$ cat src/rtl/nes_bus_pkg.sv
// Shared constants and types for the CPU-side joypad register block.
package nes_bus_pkg;

    localparam int unsigned PAD_W = 8;

    localparam logic [15:0] JOY1_ADDR        = 16'h4016;
    localparam logic [15:0] JOY2_ADDR        = 16'h4017;
    localparam logic [7:0]  OPEN_BUS_DEFAULT = 8'h40;

    typedef enum logic [2:0] {
        BTN_A,
        BTN_B,
        BTN_SELECT,
        BTN_START,
        BTN_UP,
        BTN_DOWN,
        BTN_LEFT,
        BTN_RIGHT
    } btn_idx_e;

endpackage

$ cat src/rtl/nes_pad_shifter.sv
// One emulated 4021 pad: 2-flop button synchronizer feeding an 8-bit
// parallel-in/serial-out register that reloads while strobe is high.
module nes_pad_shifter
    import nes_bus_pkg::*;
#(
    parameter logic FILL_BIT = 1'b1
) (
    input  logic             clock,
    input  logic             reset,
    input  logic             strobe,
    input  logic             shiftEn,
    input  logic [PAD_W-1:0] buttons,
    output logic             serialBit
);

    logic [PAD_W-1:0] sync1_q;
    logic [PAD_W-1:0] sync2_q;
    logic [PAD_W-1:0] shift_q;
    logic [PAD_W-1:0] shift_d;

    // Reload has priority over a pending shift while strobe is high.
    always_comb begin
        shift_d = shift_q;
        if (strobe) begin
            shift_d = sync2_q;
        end else if (shiftEn) begin
            shift_d = {FILL_BIT, shift_q[PAD_W-1:1]};
        end
    end

    always_ff @(posedge clock or negedge reset) begin
        if (!reset) begin
            sync1_q <= '0;
            sync2_q <= '0;
            shift_q <= '0;
        end else begin
            sync1_q <= buttons;
            sync2_q <= sync1_q;
            shift_q <= shift_d;
        end
    end

    assign serialBit = shift_q[0];

endmodule

$ cat src/rtl/nes_controller_port.sv
// CPU-bus responder for $4016/$4017: two emulated pads, OUT pin latch and
// combinational read data / OE strobes for the current bus cycle.
module nes_controller_port
    import nes_bus_pkg::*;
#(
    parameter logic [7:0] OPEN_BUS = OPEN_BUS_DEFAULT,
    parameter logic       FILL_BIT = 1'b1
) (
    input  logic             clock,
    input  logic             reset,
    input  logic             busValid,
    input  logic [15:0]      address,
    input  logic [7:0]       writeData,
    input  logic             rw,
    input  logic [PAD_W-1:0] buttons1,
    input  logic [PAD_W-1:0] buttons2,
    output logic [7:0]       readData,
    output logic             readHit,
    output logic [2:0]       out,
    output logic [1:0]       oe
);

    logic       hit1;
    logic       hit2;
    logic       wr_joy1;
    logic       ser1;
    logic       ser2;
    logic [2:0] out_q;
    logic [2:0] out_d;
    logic       unused_wdata;

    assign hit1    = busValid & rw & (address == JOY1_ADDR);
    assign hit2    = busValid & rw & (address == JOY2_ADDR);
    assign wr_joy1 = busValid & ~rw & (address == JOY1_ADDR);

    assign unused_wdata = ^writeData[7:3];

    always_comb begin
        out_d = out_q;
        if (wr_joy1) begin
            out_d = writeData[2:0];
        end
    end

    always_ff @(posedge clock or negedge reset) begin
        if (!reset) begin
            out_q <= 3'b000;
        end else begin
            out_q <= out_d;
        end
    end

    nes_pad_shifter #(
        .FILL_BIT (FILL_BIT)
    ) u_pad1 (
        .clock     (clock),
        .reset     (reset),
        .strobe    (out_q[0]),
        .shiftEn   (hit1),
        .buttons   (buttons1),
        .serialBit (ser1)
    );

    nes_pad_shifter #(
        .FILL_BIT (FILL_BIT)
    ) u_pad2 (
        .clock     (clock),
        .reset     (reset),
        .strobe    (out_q[0]),
        .shiftEn   (hit2),
        .buttons   (buttons2),
        .serialBit (ser2)
    );

    // Bits 7:1 float to the open-bus value; only bit 0 carries pad data.
    always_comb begin
        readData = 8'h00;
        if (hit1) begin
            readData = {OPEN_BUS[7:1], ser1};
        end else if (hit2) begin
            readData = {OPEN_BUS[7:1], ser2};
        end
    end

    assign readHit = hit1 | hit2;
    assign oe      = {~hit2, ~hit1};
    assign out     = out_q;

endmodule

$ cat config.mk
export PLATFORM = sky130hd
export DESIGN_NAME = nes_controller_port
export DESIGN_NICKNAME = d
export VERILOG_FILES = /design/src/rtl/nes_bus_pkg.sv /design/src/rtl/nes_pad_shifter.sv /design/src/rtl/nes_controller_port.sv
export SDC_FILE = /design/constraint.sdc
export NUM_CORES = 1
export LEC_CHECK = 0
export CAP_MARGIN = 15
export CORE_MARGIN = 8
export CORE_UTILIZATION = 45
export DETAILED_ROUTE_END_ITERATION = 12
export GPL_TIMING_DRIVEN = 0
export MAX_ROUTING_LAYER = met4
export PLACE_DENSITY = 0.82
export SYNTH_ARGS = -nofsm -noshare
export SYNTH_HDL_FRONTEND = slang
export SYNTH_SLANG_ARGS = --single-unit
export TNS_END_PERCENT = 20
$ cat constraint.sdc
create_clock -name clock -period 3.2 [get_ports clock]
set_input_delay 0.64 -clock clock [delete_from_list [all_inputs] [get_ports clock]]
set_output_delay 0.64 -clock clock [all_outputs]
set_load 0.01 [all_outputs]
Figure 1. Met1 routing.
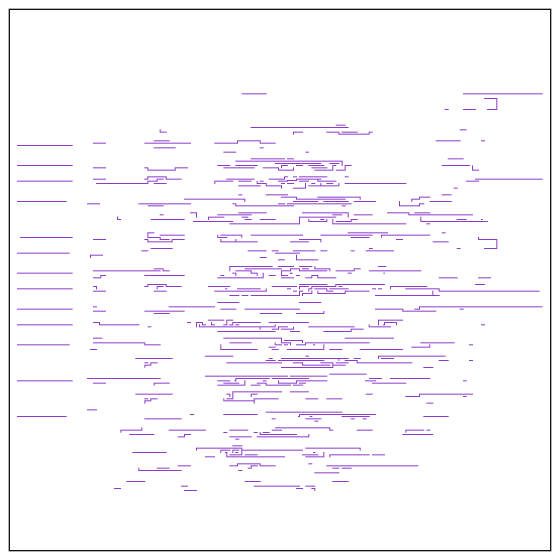
share of all routed wire: 43%
longest straight run: 18.6 um
nets with wire on the layer: 208
main direction: horizontal
wire length on this layer: 1,550 um
via count: 1,268
met1 Track Usage GR: 15.22%

Figure 2. Placed standard cells.
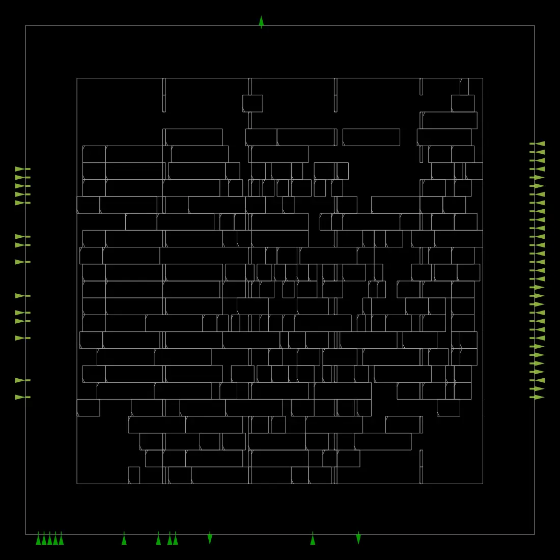
Final Util: 61.36%
Seq area share: 48.78%
FP Rows: 24
core area: 4264 sq um
tap cells: 52

==> results.yml <==
# implementation run metrics
outcome:
  outcome: "complete, no violations"
power:
  power_leader: "sequential cells"
  swShare_pct: 21.73
  leakagePower_nw: 1.156
logic_synthesis:
  synth_cell_types: 29
  postSynthCellCount: 143
  synth_flops: 51
  synth.avg_cell_area_sq_um: 13.68
  area_leaders: "dfrtp_1 (65%), nor2b_1 (4.8%), a41oi_1 (3.1%), a221o_1 (3.1%), buf_4 (3.1%)"
setup_path:
  crit_path_end: "oe[0]"
  reg2reg_setup_slack_ns: 1.62
  crit_path_start: "address[5]"
  timing.rr.start: "out[0]$_DFFE_PN0P_"
  worstReg2RegEnd: "u_pad2.shift_q[4]$_DFFE_PN0P_"
  cp.arrival_ns: 2.39
  cp-end-kind: "output port"
sta:
  rsz0062_at_grt: "no"
  clock_skew_ns: 0.009049
  fin_crit_ns: 3.029
  fin_crit_sh_pct: 94.65
cells_and_area:
  clock_buffers: 5
  buf_share_pct: 22.00
  logic_gates: 79
  clockNetworkAreaShare_pct: 3.539
  fillers: 336
  register_area_sq_um: 1276
run:
  maxCapViolCount: 0
grt:
  grt_pass1_vias: 1274
  track_usage_pct: 12.24
  antenna_found_initial: 0
die:
  pin_count: 58
place:
  gp_congestion: 0.7808
clock_tree:
  clockBufferDepth: 2
Figure 3. Gate-type map.
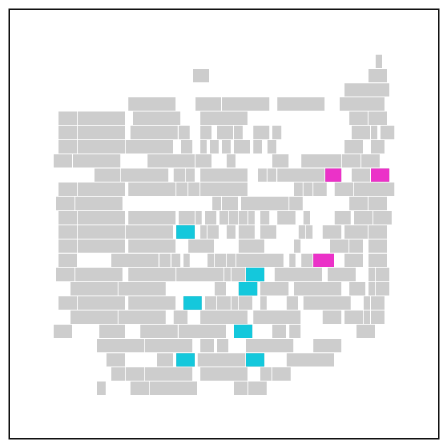
| color | family | cells |
|---|---|---|
| magenta | and/or cells | 3 |
| cyan | non-inverting ao/oa cells | 7 |
most frequent logic cell in the layout: dfrtp_1
Layout Cells excl Fill: 256
logic share of the area: 22.91%

-- synthesized netlist by cell type, drive strengths merged --
cell type  instances
nor3b              4
o21ai              8
nand4              1
a221o              6
nor2               4
mux2               3
and4b              1
nor4               1
nand2              2
a21oi              9
nor2b             15
o21ba              1
nand3              1
a41oi              7
dfrtp             51
or3                1
nand2b             2
o211ai             1
nor3               1
buf                9
nor4b              3
clkbuf             7
conb               1
inv                2
mux2i              1
and4               1
-- flip-flops by register name, indices dropped and copies added, names as in the netlist --
signal          cells
u_pad1.shift_q      8
u_pad1.sync1_q      8
u_pad1.sync2_q      8
u_pad2.shift_q      8
u_pad2.sync1_q      8
u_pad2.sync2_q      8
out                 3
-- per-layer routing --
| metal | part of all wire (%) | vias up | GRT usage [%] |
|---|---|---|---|
| met3 | 13 | 5 | 5.580 |
| met5 | 0 | - | - |
| met1 | 43 | 591 | 15.22 |
| met4 | 1.2 | 0 | 4.737 |
| li1 | - | 610 | - |
| met2 | 43 | 62 | 16.97 |
-- how the worst min path moves through the flow --
stage                     slack [ns]                        start  cells after the start                             to
after floorplan                 0.33  u_pad1.sync1_q[0]$_DFF_PN0_                      0    u_pad1.sync2_q[0]$_DFF_PN0_
final                           0.24                        reset                      1    u_pad1.sync2_q[2]$_DFF_PN0_
after global routing            0.25                        reset                      1  u_pad1.shift_q[4]$_DFFE_PN0P_
after detailed placement        0.33  u_pad1.sync1_q[1]$_DFF_PN0_                      0    u_pad1.sync2_q[1]$_DFF_PN0_
after CTS                       0.24                        reset                      1  u_pad1.shift_q[4]$_DFFE_PN0P_
after global placement          0.33  u_pad1.sync1_q[0]$_DFF_PN0_                      0    u_pad1.sync2_q[0]$_DFF_PN0_
-- stage by stage --
stage	hold WS, ns	setup TNS (ns)	total power [mW]	instance area (sq um)	cells
after detailed placement	0.3347	-0.6119	0.7711	2515	247
after global routing	0.2471	0	1.177	2616	256
after global placement	0.3328	-0.4230	0.7663	2500	246
final	0.2392	0	1.116	2616	256
after floorplan	0.3312	0	0.7023	1974	148
after CTS	0.2415	0	1.131	2614	256
-- repair_timing --
item / in CTS / in global routing
pin swaps: 2 / 2
endpoints found under the setup margin: 4 / 1
buffers inserted: 1 / 0
gates resized: 6 / 1
hold buffers: 0 / 0
endpoints found under the hold margin: 0 / 0
-- critical path, cell delays in order --
cell and delay [ns]:
clkdlybuf4s50_1 0.45, nor4b_4 0.38, nand4_4 0.13, buf_4 0.19
nor2_1 0.18, inv_2 0.11, dlygate4sd2_1 0.30
-- kinds of logic (layout without fill, tap and decap cells) --
group | count (synthesis) | after routing | synth area share [%]
compound gates | 32 | 32 | 11.45
buf+inv | 18 | 74 | 5.054
flops | 51 | 51 | 65.26
mux | 4 | 4 | 2.815
other cells | 1 | 6 | 0.1918
simple gates | 37 | 37 | 15.23
-- layout by cell type (no fill, tap or decap), drive strengths merged, types with 3 or more instances in the layout --
cell / n
a21oi: 9
a221o: 6
a41oi: 7
buf: 12
clkbuf: 12
clkdlybuf4s50: 40
conb: 6
dfrtp: 51
dlygate4sd2: 4
inv: 3
mux2: 3
nor2: 4
nor2b: 15
nor3b: 4
nor4b: 3
o21ai: 8
Power is estimated from default activity; no workload was simulated.
